Fig. 1: run 1, metal 2
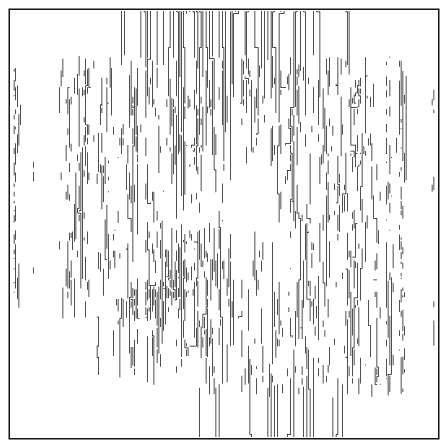
Fig. 2: run 1, metal 4
Cells faint in the background.
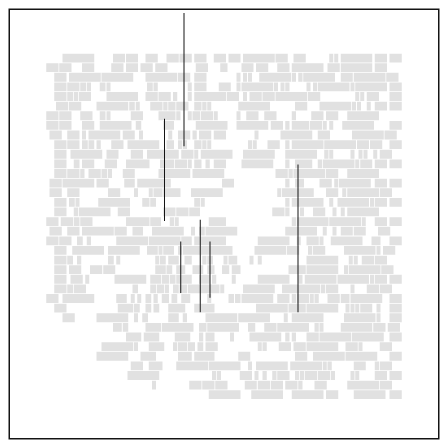
Fig. 3: run 1, the metal 1 layer
Cells faint in the background.
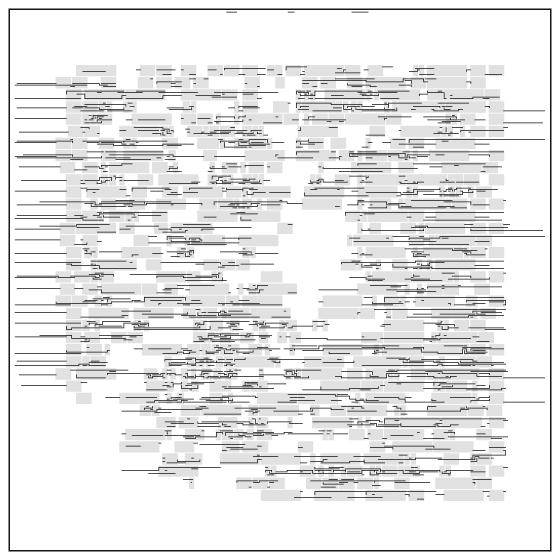
<file path="config.mk">
export PLATFORM = sky130hd
export DESIGN_NAME = spiflash_arb
export DESIGN_NICKNAME = d
export VERILOG_FILES = /design/src/rtl/spiflash_arb.sv
export SDC_FILE = /design/constraint.sdc
export NUM_CORES = 1
export LEC_CHECK = 0
export CORE_MARGIN = 10
export CORE_UTILIZATION = 42
export CTS_CLUSTER_SIZE = 16
export DETAILED_ROUTE_END_ITERATION = 10
export GPL_ROUTABILITY_DRIVEN = 0
export HOLD_SLACK_MARGIN = 0.06
export MAX_ROUTING_LAYER = met4
export PLACE_DENSITY_LB_ADDON = 0.2
export SLEW_MARGIN = 15
export SYNTH_ARGS = -nofsm -noshare
export SYNTH_HDL_FRONTEND = slang
export SYNTH_SLANG_ARGS = --single-unit
</file>
<file path="constraint.sdc">
create_clock -name bus_clk -period 5.7 [get_ports bus_clk]
set_input_delay 1.71 -clock bus_clk [delete_from_list [all_inputs] [get_ports bus_clk]]
set_output_delay 1.71 -clock bus_clk [all_outputs]
set_load 0.005 [all_outputs]
</file>
<file path="src/rtl/spiflash_arb.sv">
// Two-port read arbiter in front of spimemio: boots by reading a bank-select word,
// then serves round-robin reads with the top address bit flipped by the active bank.
module spiflash_arb #(
  parameter logic [23:0] BANK_SEL_ADDR  = 24'hFE0000,
  parameter int          TIMEOUT_CYCLES = 1024
) (
  input  logic        bus_clk,
  input  logic        bus_reset,
  input  logic        req0_valid,
  input  logic [23:0] req0_addr,
  output logic        req0_ready,
  output logic [31:0] req0_rdata,
  output logic        req0_err,
  input  logic        req1_valid,
  input  logic [23:0] req1_addr,
  output logic        req1_ready,
  output logic [31:0] req1_rdata,
  output logic        req1_err,
  output logic        mem_valid,
  output logic [23:0] mem_addr,
  input  logic        mem_ready,
  input  logic [31:0] mem_rdata,
  output logic        bank,
  output logic        boot_done,
  output logic        boot_err
);

  localparam int CW = (TIMEOUT_CYCLES > 1024) ? $clog2(TIMEOUT_CYCLES) : 10;
  localparam logic [CW-1:0] TO_LAST = CW'(TIMEOUT_CYCLES - 1);

  typedef enum logic [1:0] {BOOT, IDLE, BUSY, DONE} state_t;

  state_t        state, state_next;
  logic [CW-1:0] cnt;
  logic          last_grant, grant, gnt_next, any_req, timeout, boot_hit;
  logic [23:0]   sel_addr;

  assign any_req  = req0_valid | req1_valid;
  // Tie goes to whoever was not served last; a lone requester always wins.
  assign gnt_next = (req0_valid && req1_valid) ? ~last_grant : req1_valid;
  assign sel_addr = gnt_next ? req1_addr : req0_addr;
  assign timeout  = (cnt == TO_LAST);
  // The first BOOT cycle after reset has no request outstanding yet.
  assign boot_hit = mem_valid & mem_ready;

  always_ff @(posedge bus_clk or posedge bus_reset) begin
    if (bus_reset) state <= BOOT;
    else           state <= state_next;
  end

  always_comb begin
    state_next = state;
    case (state)
      BOOT: if (boot_hit || timeout)  state_next = IDLE;
      IDLE: if (any_req)              state_next = BUSY;
      BUSY: if (mem_ready || timeout) state_next = DONE;
      DONE:                           state_next = IDLE;
      default:                        state_next = BOOT;
    endcase
  end

  always_ff @(posedge bus_clk or posedge bus_reset) begin
    if (bus_reset) begin
      mem_valid  <= 1'b0;
      mem_addr   <= '0;
      req0_ready <= 1'b0;
      req0_rdata <= '0;
      req0_err   <= 1'b0;
      req1_ready <= 1'b0;
      req1_rdata <= '0;
      req1_err   <= 1'b0;
      bank       <= 1'b0;
      boot_done  <= 1'b0;
      boot_err   <= 1'b0;
      last_grant <= 1'b1;
      grant      <= 1'b0;
      cnt        <= '0;
    end else begin
      req0_ready <= 1'b0;
      req0_rdata <= '0;
      req0_err   <= 1'b0;
      req1_ready <= 1'b0;
      req1_rdata <= '0;
      req1_err   <= 1'b0;
      case (state)
        BOOT: begin
          cnt       <= cnt + 1'b1;
          mem_valid <= 1'b1;
          mem_addr  <= BANK_SEL_ADDR;
          if (boot_hit) begin
            bank      <= mem_rdata[0];
            boot_done <= 1'b1;
            mem_valid <= 1'b0;
          end else if (timeout) begin
            bank      <= 1'b0;
            boot_done <= 1'b1;
            boot_err  <= 1'b1;
            mem_valid <= 1'b0;
          end
        end
        IDLE: if (any_req) begin
          grant      <= gnt_next;
          last_grant <= gnt_next;
          cnt        <= '0;
          mem_valid  <= 1'b1;
          mem_addr   <= {sel_addr[23] ^ bank, sel_addr[22:0]};
        end
        BUSY: begin
          cnt <= cnt + 1'b1;
          if (mem_ready || timeout) begin
            mem_valid <= 1'b0;
            // A late mem_ready still beats the timeout in the same cycle.
            if (grant) begin
              req1_ready <= 1'b1;
              req1_rdata <= mem_ready ? mem_rdata : 32'h0;
              req1_err   <= ~mem_ready;
            end else begin
              req0_ready <= 1'b1;
              req0_rdata <= mem_ready ? mem_rdata : 32'h0;
              req0_err   <= ~mem_ready;
            end
          end
        end
        default: ;
      endcase
    end
  end

endmodule
</file>
==> flow_summary.yaml, run 1 <==
# flow metrics
run_status:
  status: "finished, final reports clean"
cts:
  clock-sinks: 110
  postCtsSetupRepairBufs: 0
  cts.clk_slew.worst_paths_ps: 100
  hold_buffers: 0
  clk_latency_ps: 380
synthesis:
  ys_ff: 110
  fp_nets: 487
  topCellsByArea: "dfrtp_1 64%, nor2_1 7.2%, nand2_1 6.2%, mux2i_1 4.4%, o21ai_0 2.7%"
detailed_routing:
  drc: 0
  vias: 3458
  initialDrtViolationCount: 231
floorplan:
  fp_util_pct: 43.5
  fp.dieH_um: 121
  core.rowCount: 36
  die_x_um: 121
power_and_ir_drop:
  vdd_drop_max_mv: 0.152
final_timing:
  worst_slew_pin_slew_ps: 1010
  fmax_mhz: 290
place:
  post-dp-hpwl_um: 9060
  dp_slack_ps: 1850
  io_buffer_count: 180
worst_setup_path:
  crit_arrival_ps: 3700
  start_kind: "input pin"
  required_ps: 5960
  crit_path_max_incr_delay_ps: 810
job:
  warnings: 30
final_layout:
  fin_nets: 662
  comb_area_sq_um: 1410
  area_growth_pct: 49.0
global_route:
  grt_overflow_total: 0
  grt_usage_pct: 16.8
  grt_first_pass_wirelength_um: 19200
About Fig. 1:
main direction: vertical
share of all routed wire: 46%

About Fig. 2:
longest straight run: 41.5 um
wire length on this layer: 163 um
share of all routed wire: 1.4%

About Fig. 3:
share of all routed wire: 42%
longest straight run: 35.4 um
WL final: 12,000 um
met1 GRT Util: 20.5%

==> run 1: layer usage <==
metal  wire length [um]  part of all wire [%]  global-route usage (%)  vias to the layer above
li1                   -                     -                       -                     1647
met1               5070                    42                    20.5                     1653
met2               5520                    46                    25.9                      143
met3               1280                    11                    5.63                       15
met4                163                   1.4                    4.68                        0
met5                  0                     0                       -                        -
==> run 1: report_power, final <==
part,internal (mW),switching [mW]
clock network,0.212,0.276
registers,0.922,0.0842
logic,0.406,0.396
total,1.54,0.757
==> run 1: Yosys cell counts (2+ instances only) <==
cell type	number
dfrtp_1	109
nor2_1	82
nand2_1	71
o21ai_0	23
mux2i_1	19
clkbuf_1	11
nor3_1	8
a31oi_1	7
ha_1	6
inv_1	6
a21oi_1	5
buf_6	4
buf_2	3
o31ai_1	3
xnor2_1	3
a22o_1	2
buf_4	2
mux2_1	2
nand2b_1	2
nand3_1	2
nand4_1	2
nor4_1	2
or3_1	2
xor2_1	2
==> run 1: stage by stage <==
step	total power [mW]	area (sq um)	std cells	util (%)	hold slack (ps)
after detailed placement	1.84	6180	693	62.7	460
final	2.30	6390	709	64.8	477
after floorplan	1.42	4290	396	-	459
after global routing	2.45	6390	709	64.8	510
after CTS	2.32	6380	709	64.7	485
after global placement	1.82	6180	693	62.7	448
==> run 1: registers in the layout (all words and copies together) (netlist names) <==
register    count
req0_rdata     32
req1_rdata     32
mem_addr       24
cnt            10
state           2
bank            1
boot_done       1
boot_err        1
grant           1
last_grant      1
mem_valid       1
req0_err        1
req0_ready      1
req1_err        1
req1_ready      1
==> run 1: worst max-delay path: cells and delay by family <==
kind                      cells  cell delay (ps)
AOI/OAI and AO/OA             2              880
xor gates and xnor gates      1              160
buffers and inverters         1              650
muxes                         1              290
==> run 1: worst paths after layout <==
check                                 end       start  cells after the start
setup / recovery             mem_addr[23]  req1_valid                      5
hold / removal                   boot_err    boot_err                      2
setup reg to reg             mem_addr[18]    state[1]                      6
hold reg to reg                  boot_err    boot_err                      2
max in group asynchronous  req1_rdata[18]   bus_reset                      3
min in group asynchronous    mem_addr[10]   bus_reset                      2
==> run 1: cell type report <==
cell class                 count  area share (%)
timing repair buffer         184            28.7
multi-input combinational    260            22.1
clock inverter                 6            1.18
sequential                   110            43.1
inverter                       6           0.392
tap                          133            2.60
clock buffer                  10            2.00
==> run 1: logic make-up (layout without fill, tap and decap cells) <==
kind of cell	after synthesis	count (layout)	share of synthesized area (%)
AND-OR/OR-AND	50	50	7.33
XOR/XNOR	5	5	1.02
adder cells (fa/ha/maj)	6	6	1.75
buffers and inverters	26	206	3.24
flip-flops	110	110	64.2
multiplexers	21	21	4.96
AND/OR/NAND/NOR	178	178	17.5
Fig. 4: run 1, congestion heat map
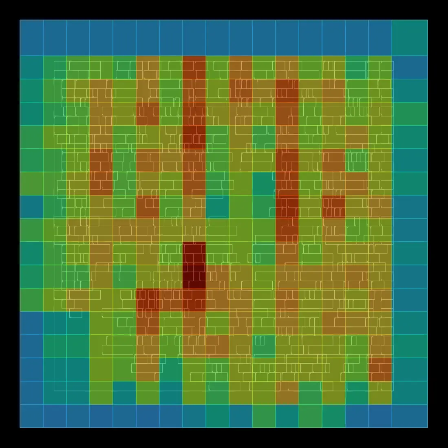

==> inputs of run 2 (changes only) <==
==> constraint.sdc (replaced) <==
create_clock -name bus_clk -period 3.6 [get_ports bus_clk]
set_input_delay 1.08 -clock bus_clk [delete_from_list [all_inputs] [get_ports bus_clk]]
set_output_delay 1.08 -clock bus_clk [all_outputs]
set_load 0.005 [all_outputs]
Fig. 5: run 2, congestion heat map
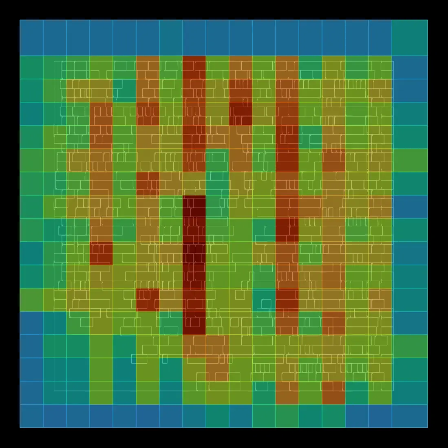
met2 Usage GRT: 26.9%
mean routed wirelength per cell: 17.1 um
met3 Use GR: 5.54%
GRT Total Usage: 16.7%
met1 GRT Util: 19.2%

Fig. 6: run 2, the metal 1 layer
Cells faint in the background.
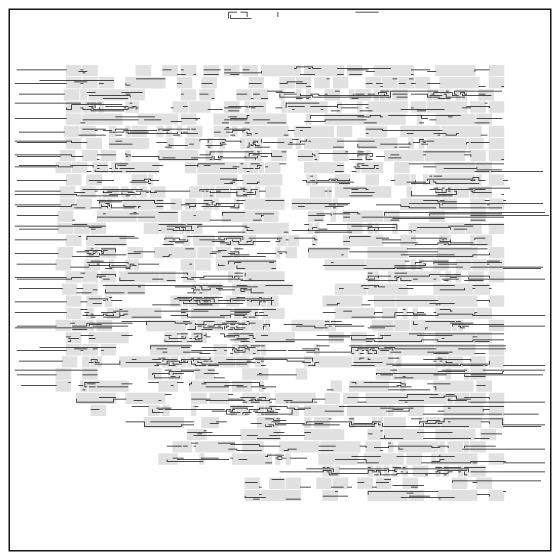
longest straight run: 36.8 um
nets with wire on the layer: 587
via count: 3,516
WL final: 12,200 um

==> run 2 against run 1 <==
Compared with the run above:
- worst setup slack got worse by 1100 ps
- worst hold slack improved by 5.7 ps
- via count increased by 1.7%
- sequential share of layout area decreased by 0.18 points
- largest cell class unchanged
- combinational power increased by 61%
- wire length increased by 1.5%
- sequential power increased by 57%
- design area increased by 0.41%
- clock power increased by 45%
==> flow_summary.yaml, run 2 <==
# flow metrics
run_status:
  status: "finished, final reports clean"
place:
  post-dp-hpwl_um: 9360
  io_buffer_count: 180
  dpl_cell_area_sq_um: 6230
synthesis:
  ys_ff: 110
  fp_nets: 487
  top_cells_by_count: "109 x dfrtp_1, 82 x nor2_1, 71 x nand2_1, 23 x o21ai_0, 19 x mux2i_1"
  post-synth-top-count-cell: "dfrtp_1"
  topCellsByArea: "dfrtp_1 64%, nor2_1 7.2%, nand2_1 6.2%, mux2i_1 4.4%, o21ai_0 2.7%"
worst_setup_path:
  start_kind: "flop"
  cp_top_family: "buffers and inverters"
  required_ps: 2520
  crit_arrival_ps: 1350
  crit_buf_inv: 1
  crit_path_max_incr_delay_ps: 540
cts:
  postCtsSetupRepairBufs: 0
  clockBufferDepth: 2
  cts.repair.resized: 0
  cts-buffers-inserted: 9
  clk_latency_ps: 370
  hold_buffers: 0
  clock-sinks: 110
  cts.clk_slew.worst_paths_ps: 100
global_route:
  grt_pass1_vias: 3622
  grt_overflow_total: 0
  grt_first_pass_wirelength_um: 18900
  grt_max_degree: 44
floorplan:
  die_x_um: 121
  core.rowCount: 36
  fp.dieH_um: 121
  fp_util_pct: 43.5
final_timing:
  worst_slew_pin_slew_ps: 732
detailed_routing:
  drc: 0
  initialDrtViolationCount: 295
final_layout:
  fin_nets: 666
  reg_top3: "req0_rdata (32), req1_rdata (32), mem_addr (24)"
  area_growth_pct: 49.6
  design_area_sq_um: 6410
power_and_ir_drop:
  power.total_mw: 3.59
  vdd_drop_max_mv: 0.267
job:
  warnings: 30
Fig. 7: run 2, metal 2
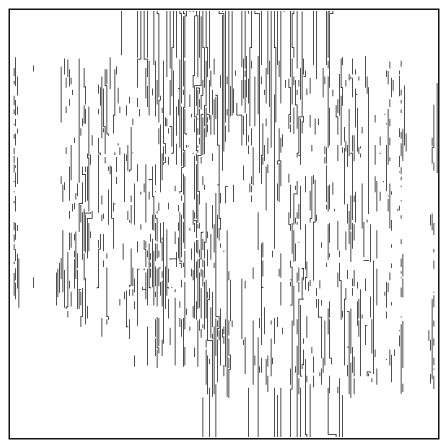
share of all routed wire: 48%
main direction: vertical
longest straight run: 46.9 um
nets with wire on the layer: 572

## run 2: cell counts after synthesis
Identical to the previous run, type by type.
## run 2: per-stage QoR
| step | hold WS (ps) | util [%] | setup WS (ps) | instances |
|---|---|---|---|---|
| after detailed placement | 460 | 63.2 | 854 | 697 |
| final | 483 | 65.0 | 1170 | 713 |
| after floorplan | 459 | - | 1190 | 396 |
| after CTS | 485 | 65.0 | 1120 | 713 |
| after global placement | 451 | 63.2 | 904 | 697 |
| after global routing | 492 | 65.0 | 1100 | 713 |
## run 2: worst register-to-register path, delay by kind of cell (launching register included)
kind / cells / cell delay, ps
AND-OR/OR-AND: 2 / 400
adder cells (fa/ha/maj): 1 / 450
flip-flops: 1 / 430
buffers and inverters: 1 / 120
AND/OR/NAND/NOR: 2 / 610
## run 2: worst paths after layout
kind / from / end / cells past startpoint
setup / recovery: bank / bank / 1
hold / removal: boot_done / boot_done / 1
setup reg to reg: state[1] / mem_addr[10] / 6
hold reg to reg: boot_done / boot_done / 1
max in group asynchronous: bus_reset / last_grant / 3
min in group asynchronous: bus_reset / req1_err / 2
## run 2: area by class of cell
cell class | instances | area [sq um] | area share [%]
Sequential cell | 110 | 2750 | 42.9
Timing Repair Buffer | 188 | 1890 | 29.4
Inverter | 6 | 26.3 | 0.410
Tap cell | 133 | 166 | 2.59
Multi-Input combinational cell | 260 | 1400 | 21.8
Clock inverter | 5 | 42.5 | 0.663
Clock buffer | 11 | 141 | 2.20
## run 2: power breakdown
part	switching [mW]	total, mW	internal (mW)
registers	0.129	1.59	1.46
logic	0.636	1.29	0.655
clock network	0.429	0.708	0.279
total	1.19	3.59	2.39
## run 2: layer usage
layer  GRT usage [%]  vias up  wire length (um)
met5               -        -                 0
met3            5.54       16              1120
met1            19.2     1693              5100
li1                -     1657                 -
met2            26.9      150              5820
met4            5.35        0               182
## run 2: cell families after synthesis
logic type	synth area share [%]
simple gates	17.5
flops	64.2
compound gates	7.33
buf+inv	3.24
mux	4.96
fa+ha+maj	1.75
xor+xnor	1.02
No activity file was given, so power comes from the tool's default toggle rates.
